The metal 3 layer:
(8 px per µm)
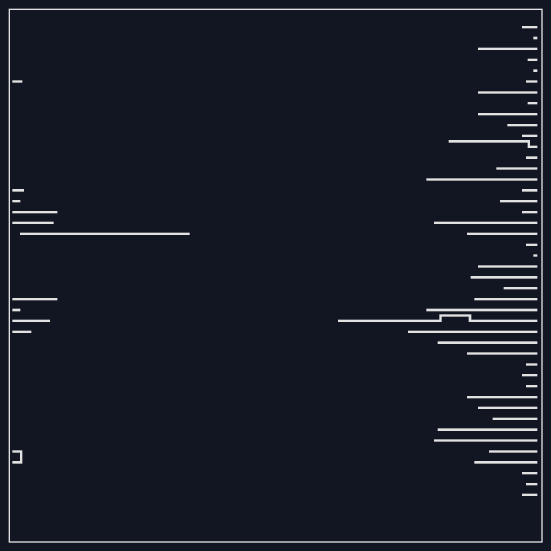
Metal layers overlaid:
(4 px per µm)
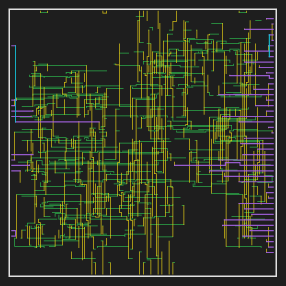
Selected gate families:
(4 px per µm)
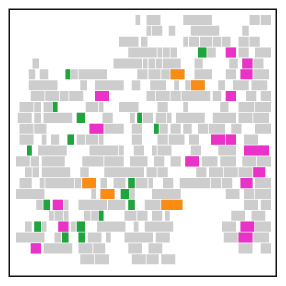
Clock routing:
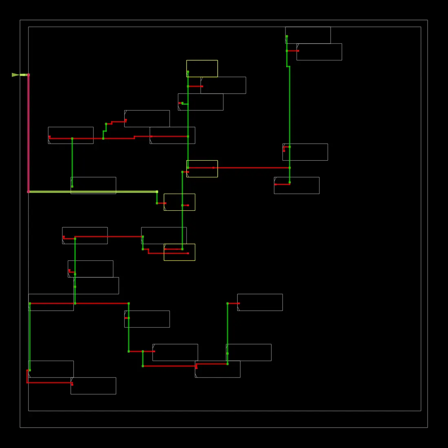
Clock wires, drivers and flops:
(8 px per µm)
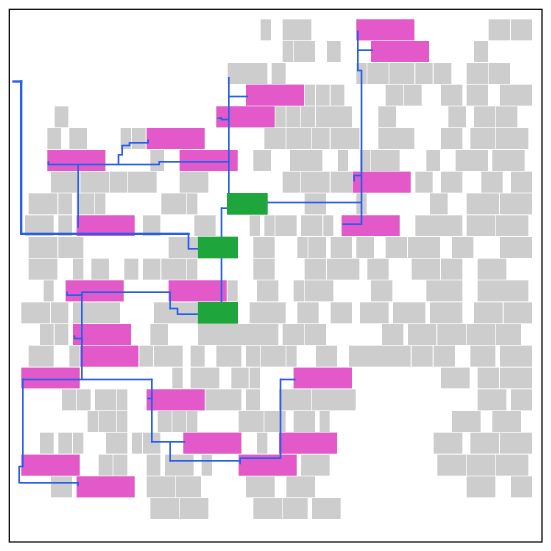
[src/rtl/rename_ctrl_if.sv]
// Rename-stage bus: decode handshake, ROB/free-list strobes, commit, and RAT/ARR ports.
interface rename_ctrl_if #(
  parameter int PREG_W  = 6,
  parameter int STALL_W = 16
);
  logic              dec_valid;
  logic              dec_ready;
  logic              dec_has_dest;
  logic [4:0]        dec_arch_dest;
  logic              rob_ready;
  logic              rob_alloc;
  logic              fl_empty;
  logic [PREG_W-1:0] fl_alloc_reg;
  logic              fl_assign;
  logic              fl_return;
  logic [PREG_W-1:0] fl_return_reg;
  logic              fl_restore;
  logic              commit_valid;
  logic [PREG_W-1:0] commit_old_preg;
  logic              flush;
  logic [4:0]        arr_raddr;
  logic [PREG_W-1:0] arr_rdata;
  logic              rat_we;
  logic [4:0]        rat_waddr;
  logic [PREG_W-1:0] rat_wdata;
  logic              busy;
  logic              recover_done;
  logic [STALL_W-1:0] stall_cnt;

  modport master (
    output dec_valid, dec_has_dest, dec_arch_dest, rob_ready, fl_empty, fl_alloc_reg,
           commit_valid, commit_old_preg, flush, arr_rdata,
    input  dec_ready, rob_alloc, fl_assign, fl_return, fl_return_reg, fl_restore,
           arr_raddr, rat_we, rat_waddr, rat_wdata, busy, recover_done, stall_cnt
  );

  modport slave (
    input  dec_valid, dec_has_dest, dec_arch_dest, rob_ready, fl_empty, fl_alloc_reg,
           commit_valid, commit_old_preg, flush, arr_rdata,
    output dec_ready, rob_alloc, fl_assign, fl_return, fl_return_reg, fl_restore,
           arr_raddr, rat_we, rat_waddr, rat_wdata, busy, recover_done, stall_cnt
  );
endinterface

[src/rtl/rename_ctrl.sv]
// Register rename control: allocates tags at dispatch, frees them at commit, and
// rebuilds the RAT from the architectural map after a flush.
module rename_ctrl #(
  parameter int ARCH_REGS = 32,
  parameter int PREG_W    = 6,
  parameter int STALL_W   = 16
) (
  input  logic        clk,
  input  logic        reset,
  rename_ctrl_if.slave bus
);
  typedef enum logic {RUN, RECOVER} state_t;

  state_t             r_state;
  logic [4:0]         r_rec_idx;
  logic [STALL_W-1:0] r_stall_cnt;

  logic              w_run, w_rec, w_need_preg, w_dec_ready, w_fire, w_walk, w_last;
  logic              w_rat_we;
  logic [4:0]        w_rat_waddr;
  logic [PREG_W-1:0] w_rat_wdata;

  // Outputs are gated by reset so no strobe escapes while state is being forced.
  assign w_run       = ~reset & (r_state == RUN);
  assign w_rec       = ~reset & (r_state == RECOVER);
  assign w_need_preg = bus.dec_has_dest & (bus.dec_arch_dest != 5'd0);
  assign w_dec_ready = w_run & ~bus.flush & bus.rob_ready & (~w_need_preg | ~bus.fl_empty);
  assign w_fire      = bus.dec_valid & w_dec_ready;
  assign w_walk      = w_rec & ~bus.flush;
  assign w_last      = (r_rec_idx == 5'(ARCH_REGS - 1));

  // The walk and dispatch never overlap: dispatch needs RUN, the walk needs RECOVER.
  always_comb begin
    w_rat_we    = 1'b0;
    w_rat_waddr = '0;
    w_rat_wdata = '0;
    if (w_walk) begin
      w_rat_we    = 1'b1;
      w_rat_waddr = r_rec_idx;
      w_rat_wdata = bus.arr_rdata;
    end else if (w_fire & w_need_preg) begin
      w_rat_we    = 1'b1;
      w_rat_waddr = bus.dec_arch_dest;
      w_rat_wdata = bus.fl_alloc_reg;
    end
  end

  assign bus.dec_ready     = w_dec_ready;
  assign bus.rob_alloc     = w_fire;
  assign bus.fl_assign     = w_fire & w_need_preg;
  assign bus.fl_return     = bus.commit_valid & w_run & ~bus.flush;
  assign bus.fl_return_reg = bus.commit_old_preg;
  assign bus.fl_restore    = ~reset & bus.flush;
  assign bus.arr_raddr     = w_walk ? r_rec_idx : 5'd0;
  assign bus.rat_we        = w_rat_we;
  assign bus.rat_waddr     = w_rat_waddr;
  assign bus.rat_wdata     = w_rat_wdata;
  assign bus.busy          = w_rec;
  assign bus.recover_done  = w_walk & w_last;
  assign bus.stall_cnt     = r_stall_cnt;

  always_ff @(posedge clk) begin
    if (reset) begin
      r_state     <= RUN;
      r_rec_idx   <= '0;
      r_stall_cnt <= '0;
    end else begin
      if (bus.dec_valid & ~w_dec_ready & ~(&r_stall_cnt))
        r_stall_cnt <= r_stall_cnt + 1'b1;
      if (bus.flush) begin
        r_state   <= RECOVER;
        r_rec_idx <= '0;
      end else if (r_state == RECOVER) begin
        if (w_last) begin
          r_state   <= RUN;
          r_rec_idx <= '0;
        end else begin
          r_rec_idx <= r_rec_idx + 5'd1;
        end
      end
    end
  end
endmodule

[src/flat_wrapper.sv]
// flat-port wrapper written by rule: the top's interface ports become plain ports
module rename_ctrl_flat 
#(
  parameter int ARCH_REGS = 32,
  parameter int PREG_W    = 6,
  parameter int STALL_W   = 16
)
  (clk, reset, bus_dec_valid, bus_dec_has_dest, bus_dec_arch_dest, bus_rob_ready, bus_fl_empty, bus_fl_alloc_reg, bus_commit_valid, bus_commit_old_preg, bus_flush, bus_arr_rdata, bus_dec_ready, bus_rob_alloc, bus_fl_assign, bus_fl_return, bus_fl_return_reg, bus_fl_restore, bus_arr_raddr, bus_rat_we, bus_rat_waddr, bus_rat_wdata, bus_busy, bus_recover_done, bus_stall_cnt);
  rename_ctrl_if #(.PREG_W(PREG_W), .STALL_W(STALL_W)) bus_i ();
  input  logic clk;
  input  logic reset;
  input wire logic [$bits(bus_i.dec_valid)-1:0] bus_dec_valid;
  input wire logic [$bits(bus_i.dec_has_dest)-1:0] bus_dec_has_dest;
  input wire logic [$bits(bus_i.dec_arch_dest)-1:0] bus_dec_arch_dest;
  input wire logic [$bits(bus_i.rob_ready)-1:0] bus_rob_ready;
  input wire logic [$bits(bus_i.fl_empty)-1:0] bus_fl_empty;
  input wire logic [$bits(bus_i.fl_alloc_reg)-1:0] bus_fl_alloc_reg;
  input wire logic [$bits(bus_i.commit_valid)-1:0] bus_commit_valid;
  input wire logic [$bits(bus_i.commit_old_preg)-1:0] bus_commit_old_preg;
  input wire logic [$bits(bus_i.flush)-1:0] bus_flush;
  input wire logic [$bits(bus_i.arr_rdata)-1:0] bus_arr_rdata;
  output wire logic [$bits(bus_i.dec_ready)-1:0] bus_dec_ready;
  output wire logic [$bits(bus_i.rob_alloc)-1:0] bus_rob_alloc;
  output wire logic [$bits(bus_i.fl_assign)-1:0] bus_fl_assign;
  output wire logic [$bits(bus_i.fl_return)-1:0] bus_fl_return;
  output wire logic [$bits(bus_i.fl_return_reg)-1:0] bus_fl_return_reg;
  output wire logic [$bits(bus_i.fl_restore)-1:0] bus_fl_restore;
  output wire logic [$bits(bus_i.arr_raddr)-1:0] bus_arr_raddr;
  output wire logic [$bits(bus_i.rat_we)-1:0] bus_rat_we;
  output wire logic [$bits(bus_i.rat_waddr)-1:0] bus_rat_waddr;
  output wire logic [$bits(bus_i.rat_wdata)-1:0] bus_rat_wdata;
  output wire logic [$bits(bus_i.busy)-1:0] bus_busy;
  output wire logic [$bits(bus_i.recover_done)-1:0] bus_recover_done;
  output wire logic [$bits(bus_i.stall_cnt)-1:0] bus_stall_cnt;
  assign bus_i.dec_valid = bus_dec_valid;
  assign bus_i.dec_has_dest = bus_dec_has_dest;
  assign bus_i.dec_arch_dest = bus_dec_arch_dest;
  assign bus_i.rob_ready = bus_rob_ready;
  assign bus_i.fl_empty = bus_fl_empty;
  assign bus_i.fl_alloc_reg = bus_fl_alloc_reg;
  assign bus_i.commit_valid = bus_commit_valid;
  assign bus_i.commit_old_preg = bus_commit_old_preg;
  assign bus_i.flush = bus_flush;
  assign bus_i.arr_rdata = bus_arr_rdata;
  assign bus_dec_ready = bus_i.dec_ready;
  assign bus_rob_alloc = bus_i.rob_alloc;
  assign bus_fl_assign = bus_i.fl_assign;
  assign bus_fl_return = bus_i.fl_return;
  assign bus_fl_return_reg = bus_i.fl_return_reg;
  assign bus_fl_restore = bus_i.fl_restore;
  assign bus_arr_raddr = bus_i.arr_raddr;
  assign bus_rat_we = bus_i.rat_we;
  assign bus_rat_waddr = bus_i.rat_waddr;
  assign bus_rat_wdata = bus_i.rat_wdata;
  assign bus_busy = bus_i.busy;
  assign bus_recover_done = bus_i.recover_done;
  assign bus_stall_cnt = bus_i.stall_cnt;
  rename_ctrl #(.ARCH_REGS(ARCH_REGS), .PREG_W(PREG_W), .STALL_W(STALL_W)) u_core (.clk(clk), .reset(reset), .bus(bus_i));
endmodule
[config.mk]
export PLATFORM = sky130hd
export DESIGN_NAME = rename_ctrl_flat
export DESIGN_NICKNAME = d
export VERILOG_FILES = /design/src/rtl/rename_ctrl_if.sv /design/src/rtl/rename_ctrl.sv /design/src/flat_wrapper.sv
export SDC_FILE = /design/constraint.sdc
export NUM_CORES = 1
export LEC_CHECK = 0
export CORE_UTILIZATION = 34
export CTS_BUF_LIST = sky130_fd_sc_hd__clkbuf_2 sky130_fd_sc_hd__clkbuf_4 sky130_fd_sc_hd__clkbuf_8
export DETAILED_ROUTE_END_ITERATION = 8
export PLACE_DENSITY_LB_ADDON = 0.3
export RECOVER_POWER = 50
export SLEW_MARGIN = 20
export SYNTH_ARGS = -nofsm -noshare
export SYNTH_HDL_FRONTEND = slang
export SYNTH_SLANG_ARGS = --single-unit
[constraint.sdc]
create_clock -name clk -period 2.55 [get_ports clk]
set_clock_uncertainty 0.15 [all_clocks]
set_input_delay 0.51 -clock clk [delete_from_list [all_inputs] [get_ports clk]]
set_output_delay 0.51 -clock clk [all_outputs]
set_load 0.03 [all_outputs]
==> run notes <==
The layout was made with Yosys and OpenROAD.

Global routing finished with a remaining overflow of 0. The floorplan step defined a core boundary enclosing around 4000 µm². The ratio of cells with drive above 1 in the final layout is 31.2%. The final layout contains ~280 nets. Detailed placement ended at an HPWL of roughly 3000 µm. The buffer_ports step reported a buffer count of around 64. The final critical path takes up between 90% and 100% of the cycle. Looking at the power breakdown, sequential logic takes a little under half of the total. The internal portion of the total power is 0.572 mW. The number of buffers outside the clock class in the layout is 88.

The flip-flop count of the largest register after layout is 16. The cell sequence reported for the critical path is buf_6, or4_4, o21ai_4, nor2_4, a22o_2, buf_6. The number of sinks handled by clock tree synthesis is 22.

Between the synthesized netlist and the finished layout, the area growth was recorded as 62.0%. The kind of cell with the highest combined delay on the critical path is simple AND/OR/NAND/NOR gates. After detailed routing, the wire length on met1 is between 1500 and 2000 µm. The met3 layer wire length in the routed design is 312 µm. Endpoints failing hold in the final report were tallied at 0. The number of buffers added to fix hold violations after cts is 0. The end point of the most critical hold path is u_core.bus.stall_cnt[13].

Data on the critical path arrives at its endpoint at 1.88 ns. Once the floorplan was initialized, standard cells occupied 35.3% of the core. The number of antenna diodes in the final layout is 0. The delay of the slowest cell on the worst path is 0.57 ns. The final layout report lists a non-clock inverter count of 10.

Yosys attributes the largest share of cell area to sky130_fd_sc_hd__dfxtp_1 31%, sky130_fd_sc_hd__nor2_1 4.3%, sky130_fd_sc_hd__a21o_1 3.7%, sky130_fd_sc_hd__a22o_1 3.7%, sky130_fd_sc_hd__and2_1 3.5%. The detailed-route wire length is 3940 µm. Looking at the clock tree report, the H-tree level count equals 1. After clock tree synthesis, the repair step resized 37 gates. The routed via count divided by cell count is 5.09. For the final routed database, the setup TNS stands at 0 ns. The floorplan die area is 4410 µm².

In this run the worst hold path is classified as flop to flop. Counting along the longest clock path gives a buffer depth of 2. The flip-flop and latch area is 440 µm². The critical path contains buffers and inverters numbering 2 combined. The master cell of the clock root buffer is sky130_fd_sc_hd__clkbuf_8. Measured along the x axis, the die boundary spans roughly 66 µm. The final max-slew violation count recorded for this run is 0. In this run, the synthesized area fraction spent on adder and majority cells is recorded as 2.66%. The largest net degree at the start of global routing is 21. The multi-input combinational cells in the finished layout cover a total of 912 µm².

Of the post-synthesis cell area, the dominant cell type holds 31.2%. The cell repeated most along the worst path is sky130_fd_sc_hd__buf_6. For this run, the top clock speed supported by timing is approximately 390 MHz. The static power due to leakage is 1.04 nW. The flow ran to the end, and the final reports show no timing, DRC or antenna violations.

The warning tally printed by Yosys for this design is 0. Ranking logic cells in the layout by count gives the top entries 35 x sky130_fd_sc_hd__buf_4, 22 x sky130_fd_sc_hd__dfxtp_1, 16 x sky130_fd_sc_hd__dlygate4sd3_1. The routing usage on met1 is 20.6%. The combinational group power is about 0.17 mW.

Once layout is complete, the utilization of the core stands at 57.1%. The overall routing resource usage is 17.9%. The data required time of the critical path is 1.89 ns. Sequential cells were found to cover 31.2% of the synthesized design area.

The stat command in Yosys gives a chip area of around 1400 µm². Once routing completed, OpenROAD measured the worst setup slack at approximately 0.011 ns. The area fraction of clock buffers and clock inverters is 2.41%. The worst path needs roughly 2.5 ns of the cycle, external delays included.

Per the detail_route report, routed wire per instance is around 13 µm. The destination of the worst register-to-register timing path is u_core.bus.stall_cnt[4]. The power in sequential cells is 0.357 mW.

The post-place instance area is about 2100 µm². Per the placement report, the placed cell count is 286. For reference, the placement row count at floorplan is 23. In the final layout, multi-input gates take up between 30% and 40% of the cell area.

The most frequent logic cell in the layout is sky130_fd_sc_hd__buf_4. The power report attributes to the clock group a share of between 30 and 40%. sky130_fd_sc_hd__dfxtp_1 takes more of the synthesized area than any other cell.

Along the worst hold path, the cell count comes to 2. The number of flip-flops and latches in the synthesized netlist is 22. The most used standard cell by instance count after synthesis is sky130_fd_sc_hd__dfxtp_1.

Looking at hold timing, the worst path starts from u_core.bus.stall_cnt[13]. The critical path start-end classification is primary input to output port. The highest routing layer actually used is met4. Summing all non-filler instances in the final layout gives an area of roughly 2300 µm². The first global-routing pass estimated 6070 µm of wire. Setup repair after global routing could not meet its margin everywhere. The met3 routing resource usage after global routing is 3.79%. The mean area per synthesized cell is approximately 8.5 µm². Dividing total power by cell area gives a power density of 337 nW/µm². In this run the worst setup path begins at bus_dec_arch_dest[3]. The startpoint of the lowest-slack register-to-register path is u_core.bus.stall_cnt[0]. Max-cap violations in this run came to 0. The routability congestion estimate is 0.781. The final report lists the setup-violating endpoint count as 0.

In this run the post-CTS setup repair buffer count came out at 4. The top logic cell family in the synthesized netlist is AND-OR/OR-AND gates. The initial antenna violation count is 0. The count of nets left with antenna violations once routing finished came out at 0. The net switching share of the total power is between 20% and 30%.

met2 track demand over resource after global routing is 32.7%. The tap cell count is roughly 50. By area, multi-input combinational cells come first. The number of global-route vias before repair was 1,344.
Notes on 'the metal 3 layer' above:
nets with wire on the layer = 52
share of all routed wire = 7.9%
main direction = horizontal

Notes on 'metal layers overlaid' above:
met1 -> green  # wire length 1,660 µm
met2 -> yellow  # wire length 1,950 µm
met4 -> cyan  # wire length 24.5 µm
met3 -> purple  # wire length 312 µm

Notes on 'selected gate families' above:
AND-OR and OR-AND gates -> magenta  # cells 17, most used a21o_1, where all over the die
multiplexers -> orange  # cells 5, most used mux2i_1
NAND gates -> green  # cells 17, most used nand3_1

Notes on 'clock routing' above:
clock buffers: 4
final sequential cell count: 22
Num CTS Buffers: 3

Notes on 'clock wires, drivers and flops' above:
cells driving clock nets -> green  # count 3
flip-flops -> magenta  # count 22
clock wires -> blue  # length 279 µm
routed clock nets = 4

No activity file was given, so power comes from the tool's default toggle rates.
